### src/rtl/mem_arb_pkg.sv
// mem_arb_pkg: shared types and defaults for the fetch/LSU memory arbiter
package mem_arb_pkg;
  typedef enum logic {OWN_IF, OWN_D} owner_t;
  typedef enum logic {IDLE, RESP} state_t;
  localparam int STARVE_MAX_DEF = 4;
endpackage

### src/rtl/mem_arb_starve_cnt.sv
// mem_arb_starve_cnt: counts consecutive fetch denials and forces a fetch win at STARVE_MAX
// Ports: clk, rst_ni (sync active-low), if_req/if_gnt (fetch request and grant), force_if (fetch must win now)
module mem_arb_starve_cnt import mem_arb_pkg::*; #(
  parameter int STARVE_MAX = STARVE_MAX_DEF
) (
  input  logic clk,
  input  logic rst_ni,
  input  logic if_req,
  input  logic if_gnt,
  output logic force_if
);
  localparam int W = STARVE_MAX < 1 ? 1 : $clog2(STARVE_MAX + 1);
  localparam logic [W-1:0] MAX = W'(STARVE_MAX);
  logic [W-1:0] cnt;
  always_ff @(posedge clk) begin
    if (!rst_ni) cnt <= '0;
    else if (!if_req || if_gnt) cnt <= '0;
    else if (cnt != MAX) cnt <= cnt + 1'b1;
  end
  assign force_if = if_req && cnt == MAX;
endmodule

### src/rtl/mem_arbiter.sv
// mem_arbiter: arbitrates instruction fetch and LSU onto one single-port 64-bit memory
// Ports: clk, rst_ni (sync active-low); if_* fetch request/grant/response (32-bit word);
//        d_* LSU request/grant/response (64-bit); mem_* memory request, mem_rdata_i one cycle later.
// Build option: define MEM_ARB_STARVE_GUARD_EN to let fetch win after STARVE_MAX straight denials;
//        otherwise the LSU always has priority.
module mem_arbiter import mem_arb_pkg::*; #(
  parameter int STARVE_MAX = STARVE_MAX_DEF
) (
  input  logic        clk,
  input  logic        rst_ni,
  input  logic        if_req_i,
  input  logic [63:0] if_addr_i,
  output logic        if_gnt_o,
  output logic        if_rvalid_o,
  output logic [31:0] if_rdata_o,
  input  logic        d_req_i,
  input  logic        d_we_i,
  input  logic [7:0]  d_be_i,
  input  logic [63:0] d_addr_i,
  input  logic [63:0] d_wdata_i,
  output logic        d_gnt_o,
  output logic        d_rvalid_o,
  output logic [63:0] d_rdata_o,
  output logic        mem_req_o,
  output logic        mem_we_o,
  output logic [7:0]  mem_be_o,
  output logic [63:0] mem_addr_o,
  output logic [63:0] mem_wdata_o,
  input  logic [63:0] mem_rdata_i
);
  state_t state, state_nxt;
  owner_t owner;
  logic   we_q, a2_q, force_if, unused_bits;
`ifdef MEM_ARB_STARVE_GUARD_EN
  mem_arb_starve_cnt #(.STARVE_MAX(STARVE_MAX)) u_starve (
    .clk(clk), .rst_ni(rst_ni), .if_req(if_req_i), .if_gnt(if_gnt_o), .force_if(force_if)
  );
`else
  localparam int unused_starve_max = STARVE_MAX;
  assign force_if = 1'b0;
`endif
  assign unused_bits = ^if_addr_i[1:0] ^ ^d_addr_i[2:0];
  // grants are gated by rst_ni so nothing reaches memory in a reset cycle
  assign d_gnt_o     = rst_ni && d_req_i && !force_if;
  assign if_gnt_o    = rst_ni && if_req_i && !d_gnt_o;
  assign mem_req_o   = if_gnt_o || d_gnt_o;
  assign mem_we_o    = d_gnt_o && d_we_i;
  assign mem_be_o    = d_gnt_o ? d_be_i : if_gnt_o ? 8'hFF : 8'h00;
  assign mem_addr_o  = d_gnt_o ? {d_addr_i[63:3], 3'b000} : if_gnt_o ? {if_addr_i[63:3], 3'b000} : 64'h0;
  assign mem_wdata_o = d_gnt_o ? d_wdata_i : 64'h0;
  always_ff @(posedge clk) begin
    if (!rst_ni) state <= IDLE;
    else state <= state_nxt;
  end
  always_ff @(posedge clk) begin
    if (!rst_ni) begin
      owner <= OWN_IF;
      we_q  <= 1'b0;
      a2_q  <= 1'b0;
    end else if (mem_req_o) begin
      owner <= d_gnt_o ? OWN_D : OWN_IF;
      we_q  <= d_gnt_o && d_we_i;
      a2_q  <= if_addr_i[2];
    end
  end
  always_comb state_nxt = mem_req_o ? RESP : IDLE;
  always_comb begin
    if_rvalid_o = rst_ni && state == RESP && owner == OWN_IF;
    d_rvalid_o  = rst_ni && state == RESP && owner == OWN_D;
    if_rdata_o  = !if_rvalid_o ? 32'h0 : a2_q ? mem_rdata_i[63:32] : mem_rdata_i[31:0];
    d_rdata_o   = d_rvalid_o && !we_q ? mem_rdata_i : 64'h0;
  end
endmodule

### config.mk
export PLATFORM = sky130hd
export DESIGN_NAME = mem_arbiter
export DESIGN_NICKNAME = d
export VERILOG_FILES = /design/src/rtl/mem_arb_pkg.sv /design/src/rtl/mem_arb_starve_cnt.sv /design/src/rtl/mem_arbiter.sv
export SDC_FILE = /design/constraint.sdc
export NUM_CORES = 1
export LEC_CHECK = 0
export ABC_AREA = 1
export CAP_MARGIN = 20
export CORE_AREA = 5 5 194 196
export DETAILED_ROUTE_END_ITERATION = 7
export DIE_AREA = 0 0 199 201
export PLACE_DENSITY_LB_ADDON = 0.25
export SETUP_SLACK_MARGIN = 0.4
export SLEW_MARGIN = 20
export SYNTH_ARGS = -nofsm -noshare
export SYNTH_HDL_FRONTEND = slang
export SYNTH_SLANG_ARGS = --single-unit
### constraint.sdc
create_clock -name clk -period 2.49 [get_ports clk]
set_clock_uncertainty 0.05 [all_clocks]
set_input_delay 0.498 -clock clk [delete_from_list [all_inputs] [get_ports clk]]
set_output_delay 0.498 -clock clk [all_outputs]
set_load 0.03 [all_outputs]
==> job_summary.md, run 1 <==
## Synthesis and layout report

| Metric | Value |
|---|---|
| Status | `complete, no violations` |
| Most Frequent Cell on Critical Path | `buf_4` |
| # Cells Yosys | `653` |
| Fin Hold WS | `0.425 ns` |
| Top cell excl fill/tap | `clkdlybuf4s50_1` |
| Leak | `0.00495 uW` |
| Fill count | `4047` |
| Cells after Synth | `653` |
| Peak VDD IR | `0.201 mV` |
| Comb area share | `22.0%` |
| Synth unique cells | `19` |
| Most frequent cells in the layout | `260 x clkdlybuf4s50_1, 215 x inv_1, 165 x buf_4` |
| Pwr/cell area | `213 mW/mm2` |
| Post-layout min period | `2.14 ns` |
| Yosys Chip Area | `0.00293 mm2` |
| Die H | `201 um` |
| Gr busiest metal | `met2` |
| Top Family by Delay on Critical Path | `buffers and inverters` |
| Comb pwr | `1670 uW` |
| Clk cell area share | `0.797%` |
| Worst Hold Path EP | `we_q` |
| Synth Warn # | `0` |
| # IOs | `507` |
| Area leader share | `29.0%` |
| Clk. pwr | `254 uW` |
| Post-Syn Area | `0.00293 mm2` |
| Complex Gates by Area | `16.5%` |
| Sequential share of cell area | `0.864%` |
| Row cnt | `70` |
| Drt drc | `0` |
| Vias in the first global route | `5464` |
| Dominant class by area | `non-clock buffers` |
| Hold path depth | `2` |
| Clk network pwr share | `12.7%` |
| GPL Wtd Cong | `0.796` |
| Setup TNS | `0 ns` |
| Seq power | `73.8 uW` |
| Cell internal pwr | `1120 uW` |
| Sw Ratio | `44.3%` |
| Crit path buf inv count | `5` |
| Period utilization | `85.9%` |
| Post-CTS Setup Bufs | `5` |
| Number of clock buffers in the layout | `3` |
| Initial antenna violation count | `6` |
| Via/cell ratio | `3.34` |
| FA/HA/MAJ Cells, Area Fraction | `0%` |
| GRT Residual Overflow | `0` |
| Non-Clock Buffer Area Fraction | `61.1%` |
| Hold-fix buffers, CTS | `0` |
| Chip area | `0.0400 mm2` |
| Longest Clk Path Bufs | `2` |
| CP max FO | `13` |
| Hold_sp | `we_q` |
| CTS Buf Count | `3` |
| CP endpoint kind | `output port` |
| Seq/Total Area, Yosys | `2.74%` |
| Mux cell area share | `0%` |
| Top Consumer | `combinational cells` |
| OpenROAD warnings | `34` |
| Register Area | `81.3 um2` |
| Crit path depth | `8` |
| Tapcell count | `468` |
| CTS tree | `built` |
| Unrepaired setup endpoints after global routing | `yes` |
| Required @ worst endpoint | `1.94 ns` |
| Die width | `199 um` |
| Share of cells above drive strength 1 | `34.4%` |
| Syn_area_per_cell | `4.48 um2` |
| Non-CTS inverters | `227` |
| HPWL Detailed | `19600 um` |
| Worst r2r src | `a2_q` |
| Crit-path max cell delay | `0.18 ns` |
| Crit path to | `mem_addr_o[63]` |
| Multi-In Gates | `384` |
| Crit path from | `rst_ni` |
| Dominant flop cell | `dfxtp_1` |
| Slowest CP cell | `buf_4` |
| Setup violations, final | `0` |
| Worst min path class | `register to register` |
| Largest net degree at the start of global routing | `66` |
| Largest logic family | `simple AND/OR/NAND/NOR gates` |
| Core box area | `0.0359 mm2` |
| Max-cap violations | `0` |
| Drt initial violations | `115` |
| MI comb area | `0.00207 mm2` |
| Buffers outside the clock class | `549` |
| Total chip power | `2000 uW` |
| Sequential power share | `3.7%` |
| Iteration tally of the first detailed-router pass | `4` |
| Most frequent cell after synthesis | `inv_1` |
| R2R Path End | `a2_q` |
| P_sw | `887 uW` |
| Late-Pin Clk Latency | `0.23 ns` |
| Ys flops | `4` |
| Combinational share of power | `83.6%` |
==> run 1: sequential cells by signal (all words and copies together) (netlist names) <==
| register | cells |
|---|---|
| a2_q | 1 |
| owner | 1 |
| state | 1 |
| we_q | 1 |
==> run 1: stage by stage <==
step | worst slack (ns) | util [%] | cells | cell area (um2)
2_1_floorplan | 0.274 | - | 655 | 2930
3_3_place_gp | -0.136 | 23.4 | 1615 | 8420
3_5_place_dp | -0.144 | 23.4 | 1615 | 8420
4_1_cts | 0.308 | 24.6 | 1626 | 8840
5_1_grt | 0.288 | 26.2 | 1635 | 9420
6_report | 0.351 | 26.2 | 1635 | 9420
==> run 1: metal layers <==
layer,share of wire (%),vias to the layer above
li1,-,2833
met2,52,275
met3,10,29
met5,0.32,-
met1,35,2320
met4,1.6,12
Fig. 1: run 1, routing congestion
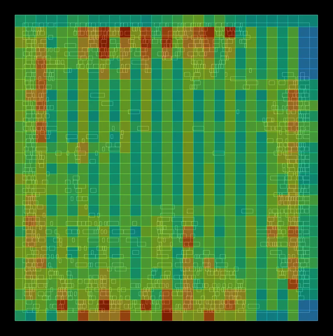
gr usage total: 10.2%
Finished Core Util: 26.2%
met2 Use GR: 19.7%
met3 Use GR: 3.98%
wire length per cell: 14.3 um

Fig. 2: run 1, signal wires on met3
Bar = 50 um. Cells faint in the background.
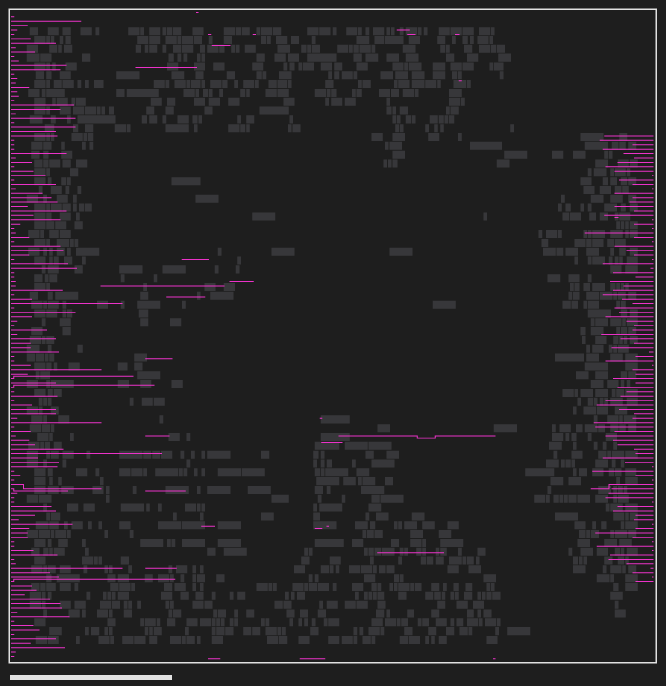
- share of all routed wire: 10%
- wire length on this layer: 2430 um

Fig. 3: run 1, wiring by layer
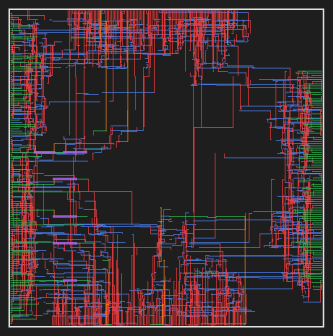
- blue: metal 1 (wire length 8260 um)
- orange: metal 4 (wire length 384 um)
- purple: metal 5 (wire length 74.5 um)
- red: metal 2 (wire length 12300 um)
- green: metal 3 (wire length 2430 um)
Vias: 5469
final wirelength: 23400 um

==> run 1 -> run 2 <==
--- a/config.mk
+++ b/config.mk
@@ -7,9 +7,10 @@
 export LEC_CHECK = 0
 export ABC_AREA = 1
 export CAP_MARGIN = 20
-export CORE_AREA = 5 5 194 196
+export CORE_AREA = 5 5 195 197
+export CTS_CLUSTER_SIZE = 28
 export DETAILED_ROUTE_END_ITERATION = 7
-export DIE_AREA = 0 0 199 201
+export DIE_AREA = 0 0 200 202
 export PLACE_DENSITY_LB_ADDON = 0.25
 export SETUP_SLACK_MARGIN = 0.4
 export SLEW_MARGIN = 20
==> constraint.sdc (replaced) <==
create_clock -name clk -period 1.9 [get_ports clk]
set_clock_uncertainty 0.05 [all_clocks]
set_input_delay 0.38 -clock clk [delete_from_list [all_inputs] [get_ports clk]]
set_output_delay 0.38 -clock clk [all_outputs]
set_load 0.03 [all_outputs]
Fig. 4: run 2, routing congestion
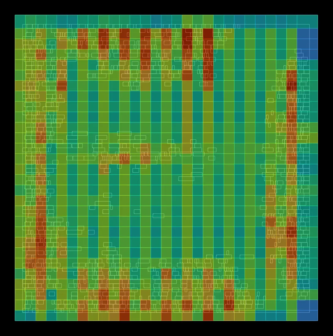
met2 Use GR: 22.5%
met3 Use GR: 3.75%
gr usage total: 11.4%

==> run 2 against run 1 <==
  * The run now ends with setup timing left
  * Combinational power up 65%
  * Critical path depth up 1
  * Critical path type unchanged
  * Sequential cell count unchanged
  * Die area up 1.0%
  * Global-route usage up 1.1 points
  * Register-to-register slack worse by 0.61 ns
  * Sequential share of layout area down 0.17 points
  * Synthesized cell count unchanged
  * Critical endpoint is now mem_addr_o[39]
  * Via count up 3.7%
  * Utilization up 6.6 points
  * Area after synthesis unchanged
==> job_summary.md, run 2 <==
## Synthesis and layout report

| Metric | Value |
|---|---|
| Pwr/cell area | `268 mW/mm2 (+26%)` |
| Leak | `0.00549 uW (+11%)` |
| Vias | `5671 (+3.7%)` |
| Vias in the first global route | `6212 (+14%)` |
| Highest metal used | `met5` |
| Yosys Chip Area | `0.00293 mm2 (unchanged)` |
| Clk. pwr | `324 uW (+28%)` |
| Fin worst setup slack | `-0.0633 ns (-0.414 ns)` |
| Share of cells above drive strength 1 | `48.5% (+14 points)` |
| Worst Hold Path EP | `we_q` |
| Syn_area_per_cell | `4.48 um2 (unchanged)` |
| Setup TNS | `-2.17 ns (-2.17 ns)` |
| Top cell excl fill/tap | `clkdlybuf4s50_1` |
| Critical path class | `input port to output port` |
| HPWL Detailed | `19700 um (+0.37%)` |
| Max-cap violations | `0 (unchanged)` |
| Synth Warn # | `0 (unchanged)` |
| Comb pwr | `2750 uW (+65%)` |
| Gr busiest metal | `met2` |
| P_sw | `1420 uW (+60%)` |
| Longest Clk Path Bufs | `2 (unchanged)` |
| GPL Wtd Cong | `0.804 (+0.98%)` |
| Row cnt | `70 (unchanged)` |
| Die H | `202 um (+0.50%)` |
| Final Instance Count excl. Fillers | `1660 (+1.5%)` |
| Ys flops | `4 (unchanged)` |
| CTS tree | `built` |
| Violated checks | `setup timing` |
| Core box area | `0.0361 mm2 (+0.49%)` |
| Sw Ratio | `44.6% (+0.35 points)` |
| Complex Gates by Area | `16.5% (unchanged)` |
| Sequential cells | `4` |
| Comb area share | `28.8% (+6.8 points)` |
| Die width | `200 um (+0.50%)` |
| MI comb area | `0.00341 mm2 (+65%)` |
| GRT Residual Overflow | `0 (unchanged)` |
| FA/HA/MAJ Cells, Area Fraction | `0% (unchanged)` |
| Iteration tally of the first detailed-router pass | `4 (unchanged)` |
| Register Area | `82.6 um2 (+1.5%)` |
| Largest net degree at the start of global routing | `66 (unchanged)` |
| Combinational share of power | `86.7% (+3.1 points)` |
| R2R Path End | `a2_q` |
| Cells after DPL | `1605 (-0.62%)` |
| Mux cell area share | `0% (unchanged)` |
| Multi-In Gates | `383 (-0.26%)` |
| Area leader share | `29.0% (unchanged)` |
| Worst min path class | `register to register` |
| Fin Hold WS | `0.443 ns (+0.0176 ns)` |
| Late-Pin Clk Latency | `0.22 ns (about the same)` |
| Tapcell count | `468 (unchanged)` |
| Met1 Wirelength | `8210 um (-0.62%)` |
| Most frequent cell after synthesis | `inv_1` |
| Non-CTS inverters | `227 (unchanged)` |
| Top Consumer | `combinational cells` |
| OpenROAD warnings | `34 (unchanged)` |
| Total chip power | `3170 uW (+58%)` |
| Post-CTS Setup Bufs | `27 (+22)` |
| Drt drc | `0 (unchanged)` |
| # IOs | `507 (unchanged)` |
| Post-Syn Area | `0.00293 mm2 (unchanged)` |
| Most frequent cells in the layout | `260 x clkdlybuf4s50_1, 237 x buf_6, 194 x inv_1` |
| Root Buffer | `clkbuf_16` |
| Met3 wire length | `2420 um (-0.21%)` |
| Buffers outside the clock class | `575 (+4.7%)` |
| CTS Buf Count | `3 (unchanged)` |
| Number of clock buffers in the layout | `3 (unchanged)` |
| Dominant class by area | `non-clock buffers` |
| Period utilization | `103%` |
| Required @ worst endpoint | `1.47 ns (-0.47 ns)` |
| Seq/Total Area, Yosys | `2.74% (unchanged)` |
| Chip area | `0.0404 mm2 (+1.0%)` |
| Largest logic family | `simple AND/OR/NAND/NOR gates` |
| Cell internal pwr | `1760 uW (+57%)` |
| Final instance area | `0.0118 mm2 (+26%)` |
| Routed wl met2 | `13600 um (+11%)` |
| Hold path depth | `2 (unchanged)` |
| Clk network pwr share | `10.2% (-2.5 points)` |
| Setup violations, final | `111 (+111)` |
| Fill count | `3798 (-6.2%)` |
| Seq power | `97.4 uW (+32%)` |
| Wire length per cell | `14.7 um (+2.7%)` |
| Status | `finished with violations` |
| CP endpoint kind | `output port` |
| Placed instance area | `0.00948 mm2 (+13%)` |
| Sequential power share | `3.1% (-0.6 points)` |
| Hold_sp | `we_q` |
| Worst r2r src | `a2_q` |
| Crit path from | `rst_ni` |
| Sequential share of cell area | `0.698% (-0.17 points)` |
| # Cells Yosys | `653 (unchanged)` |
| Dominant flop cell | `dfxtp_1` |
| Unrepaired setup endpoints after global routing | `yes` |
| Clk cell area share | `0.635% (-0.16 points)` |
| Non-Clock Buffer Area Fraction | `57.6% (-3.4 points)` |
| Crit path to | `mem_addr_o[39]` |
| Peak VDD IR | `0.193 mV (-4.1%)` |
| Initial antenna violation count | `1 (-5)` |
| Hold-fix buffers, CTS | `0 (unchanged)` |
| Via/cell ratio | `3.42 (+2.1%)` |
| Post-layout min period | `1.96 ns` |
| Cells after Synth | `653 (unchanged)` |
[run 2: cell counts after synthesis]
No cell type changed its count.
[run 2: per-stage QoR]
stage | util (%) | setup slack, ns
after floorplan | - | 0.142
after global placement | 26.3 | -0.428
after detailed placement | 26.3 | -0.465
after CTS | 32.0 | -0.0998
after global routing | 32.8 | -0.116
final | 32.8 | -0.0633
[run 2: cells by family after synthesis]
logic type,count (synthesis)
compound gates,96
buf+inv,268
flops,4
other cells,1
simple gates,284
[run 2: worst max-delay path, stage by stage]
cell,delay (ns)
buf_6,0.10
buf_12,0.12
buf_12,0.12
nand2_8,0.06
nand3_4,0.09
buf_12,0.18
buf_12,0.17
o21ai_4,0.16
buf_12,0.14
==> run 2 -> run 3 <==
--- a/config.mk
+++ b/config.mk
@@ -6,11 +6,12 @@
 export NUM_CORES = 1
 export LEC_CHECK = 0
 export ABC_AREA = 1
-export CAP_MARGIN = 20
-export CORE_AREA = 5 5 195 197
+export CELL_PAD_IN_SITES_DETAIL_PLACEMENT = 0
+export CELL_PAD_IN_SITES_GLOBAL_PLACEMENT = 1
+export CORE_AREA = 5 5 193 195
 export CTS_CLUSTER_SIZE = 28
 export DETAILED_ROUTE_END_ITERATION = 7
-export DIE_AREA = 0 0 200 202
+export DIE_AREA = 0 0 198 200
 export PLACE_DENSITY_LB_ADDON = 0.25
 export SETUP_SLACK_MARGIN = 0.4
 export SLEW_MARGIN = 20
Fig. 5: run 3, signal wires on met3
Bar = 50 um. Cells faint in the background.
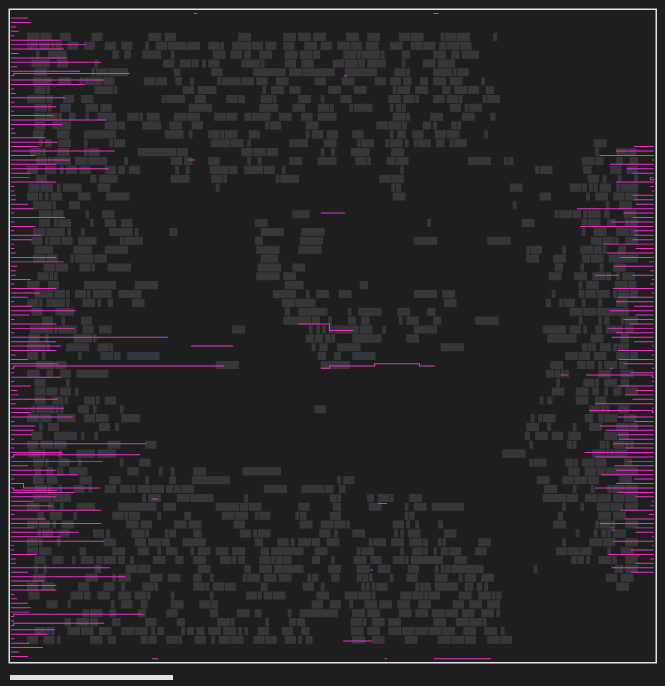
- wire length on this layer: 2540 um
- nets with wire on the layer: 253
- share of all routed wire: 9.5%
- longest straight run: 64.4 um

==> run 3 against run 2 <==
  * The run still ends with setup timing left
  * Critical path type unchanged
  * Sequential share of layout area is essentially flat
  * Critical path depth is the same
  * Non-clock buffer count is the same
  * Utilization grew 0.25 points
  * Register-to-register slack gained 0.07 ns
  * Maximum frequency grew 2.6%
  * Critical endpoint is now d_rdata_o[6]
==> job_summary.md, run 3 <==
## Synthesis and layout report

| Metric | Value |
|---|---|
| Hold_sp | `we_q` |
| Max-slew violation count | `0` |
| Max-cap violations | `0 (unchanged)` |
| GRT Residual Overflow | `0 (unchanged)` |
| Period utilization | `101% (-2.6 points)` |
| CTS tree | `built` |
| Vias | `5690 (+0.34%)` |
| Violated checks | `setup timing` |
| Chip area | `0.0396 mm2 (-2.0%)` |
| Share of cells above drive strength 1 | `51.8% (+3.4 points)` |
| HPWL Detailed | `22400 um (+14%)` |
| Fin worst setup slack | `-0.0140 ns (+0.0493 ns)` |
| Initial antenna violation count | `1 (unchanged)` |
| Hold-fix buffers, CTS | `0 (unchanged)` |
| Root Buffer | `clkbuf_16` |
| Unrepaired setup endpoints after global routing | `yes` |
| Vias in the first global route | `6146 (-1.1%)` |
| Seq/Total Area, Yosys | `2.74% (unchanged)` |
| Area leader share | `29.0% (unchanged)` |
| Peak VDD IR | `0.190 mV (-1.6%)` |
| Most frequent cells in the layout | `260 x clkdlybuf4s50_1, 193 x inv_1, 176 x buf_6` |
| Crit path buf inv count | `5 (-1)` |
| Top Family by Delay on Critical Path | `buffers and inverters` |
| Gr usage total | `12.5% (+1.1 points)` |
| Worst min path class | `register to register` |
| Status | `finished with violations` |
| Register Area | `85.1 um2 (+3.0%)` |
| Fin Hold WS | `0.444 ns (+0.00110 ns)` |
| Late-Pin Clk Latency | `0.22 ns (about the same)` |
| Ys flops | `4 (unchanged)` |
| Fill count | `3758 (-1.1%)` |
| Final Instance Count excl. Fillers | `1653 (-0.42%)` |
| Dpl ws | `-0.541 ns (-0.0759 ns)` |
| Worst r2r src | `a2_q` |
| Crit path depth | `9 (unchanged)` |
| Row cnt | `69 (-1.4%)` |
| Synth Warn # | `0 (unchanged)` |
| Worst Hold Path EP | `we_q` |
| CTS Buf Count | `3 (unchanged)` |
| # Cells Yosys | `653 (unchanged)` |
| Wire length per cell | `16.3 um (+10%)` |
| Longest Clk Path Bufs | `2 (unchanged)` |
| Largest logic family | `simple AND/OR/NAND/NOR gates` |
| Setup TNS | `-0.0459 ns (+2.12 ns)` |
| CP endpoint kind | `output port` |
| Via/cell ratio | `3.44 (+0.76%)` |
| Crit path from | `rst_ni` |
| Crit-path max cell delay | `0.17 ns (about the same)` |
| Hold path depth | `2 (unchanged)` |
| Largest net degree at the start of global routing | `53 (-20%)` |
| Slowest CP cell | `buf_12` |
| Post-layout min period | `1.91 ns (-0.0493 ns)` |
| Complex Gates by Area | `16.5% (unchanged)` |
| R2R Path End | `a2_q` |
| Fmax | `522 MHz` |
| Crit path to | `d_rdata_o[6]` |
| Finished Core Util | `33.0% (+0.25 points)` |
| Placed instance area | `0.00956 mm2 (+0.78%)` |
| Iteration tally of the first detailed-router pass | `4 (unchanged)` |
| Core box area | `0.0352 mm2 (-2.4%)` |
| Die H | `200 um (-0.99%)` |
| Drt drc | `0 (unchanged)` |
| Setup violations, final | `7 (-94%)` |
| Most frequent cell after synthesis | `inv_1` |
| Critical path class | `input port to output port` |
| Cells after Synth | `653 (unchanged)` |
| FA/HA/MAJ Cells, Area Fraction | `0% (unchanged)` |
| Die width | `198 um (-1.0%)` |
| Dominant flop cell | `dfxtp_1` |
| Final instance area | `0.0116 mm2 (-1.6%)` |
| Total chip power | `3210 uW (+1.1%)` |
| GPL Wtd Cong | `0.773 (-3.8%)` |
| Top cells by count, synth | `226 x inv_1, 147 x nand2_1, 83 x o21ai_0, 70 x nor2_1, 60 x nor2_2` |
| Top cell excl fill/tap | `clkdlybuf4s50_1` |
| IO Port Bufs | `498` |
| Leak | `0.00570 uW (+4.0%)` |
| # IOs | `507 (unchanged)` |
| MI comb area | `0.00350 mm2 (+2.8%)` |
-- run 3: cell counts after synthesis --
Identical to the previous run, type by type.
-- run 3: layout make-up --
cell class / instances / area share [%]
well taps: 461 / 4.96
flip-flops and latches: 4 / 0.731
inverters: 227 / 7.46
multi-input cells: 383 / 30.1
repair buffers: 575 / 56.1
clock buffers: 3 / 0.645
-- run 3: repair_timing --
action                     4_1_cts  5_1_grt
hold endpoints to repair         0        0
pin swaps                       14       18
buffers inserted                16        5
gates cloned                    17        3
gates resized                  265      102
setup endpoints to repair      238      235
-- run 3: power breakdown --
group	switching, uW	internal [uW]
registers	5.03	91.3
logic	1390	1400
clock network	57.8	269
total	1450	1760
-- run 3: metal layers --
layer	share of wire, %	track usage [%]
met3	9.4	4.48
met2	56	25.0
met4	1.6	2.12
met5	0.026	0
met1	33	12.4

==> notes/layouts.md <==
Pictures saved along the way, in no particular order.

Met2 routing.
Cells faint in the background.
image #1
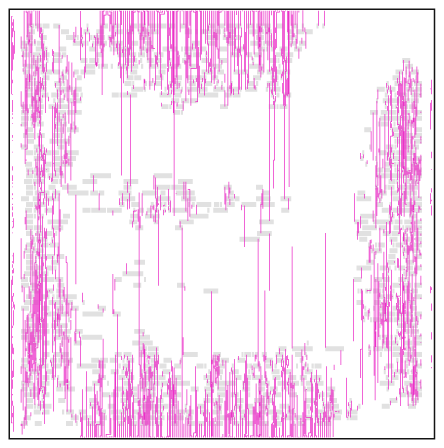
image #2
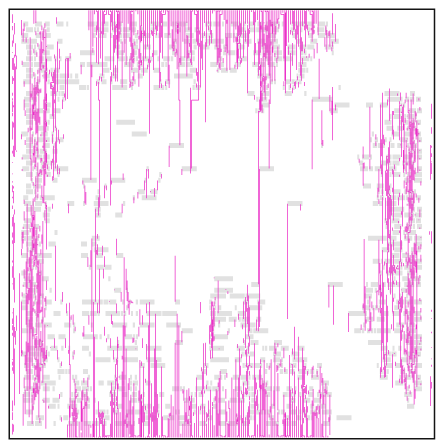
| from | picture |
|---|---|
| run 2 | image #1 |
| run 1 | image #2 |

Key to image #2:
- nets with wire on the layer: 1124
- share of all routed wire: 52%

Power and IR drop assume default switching activity.
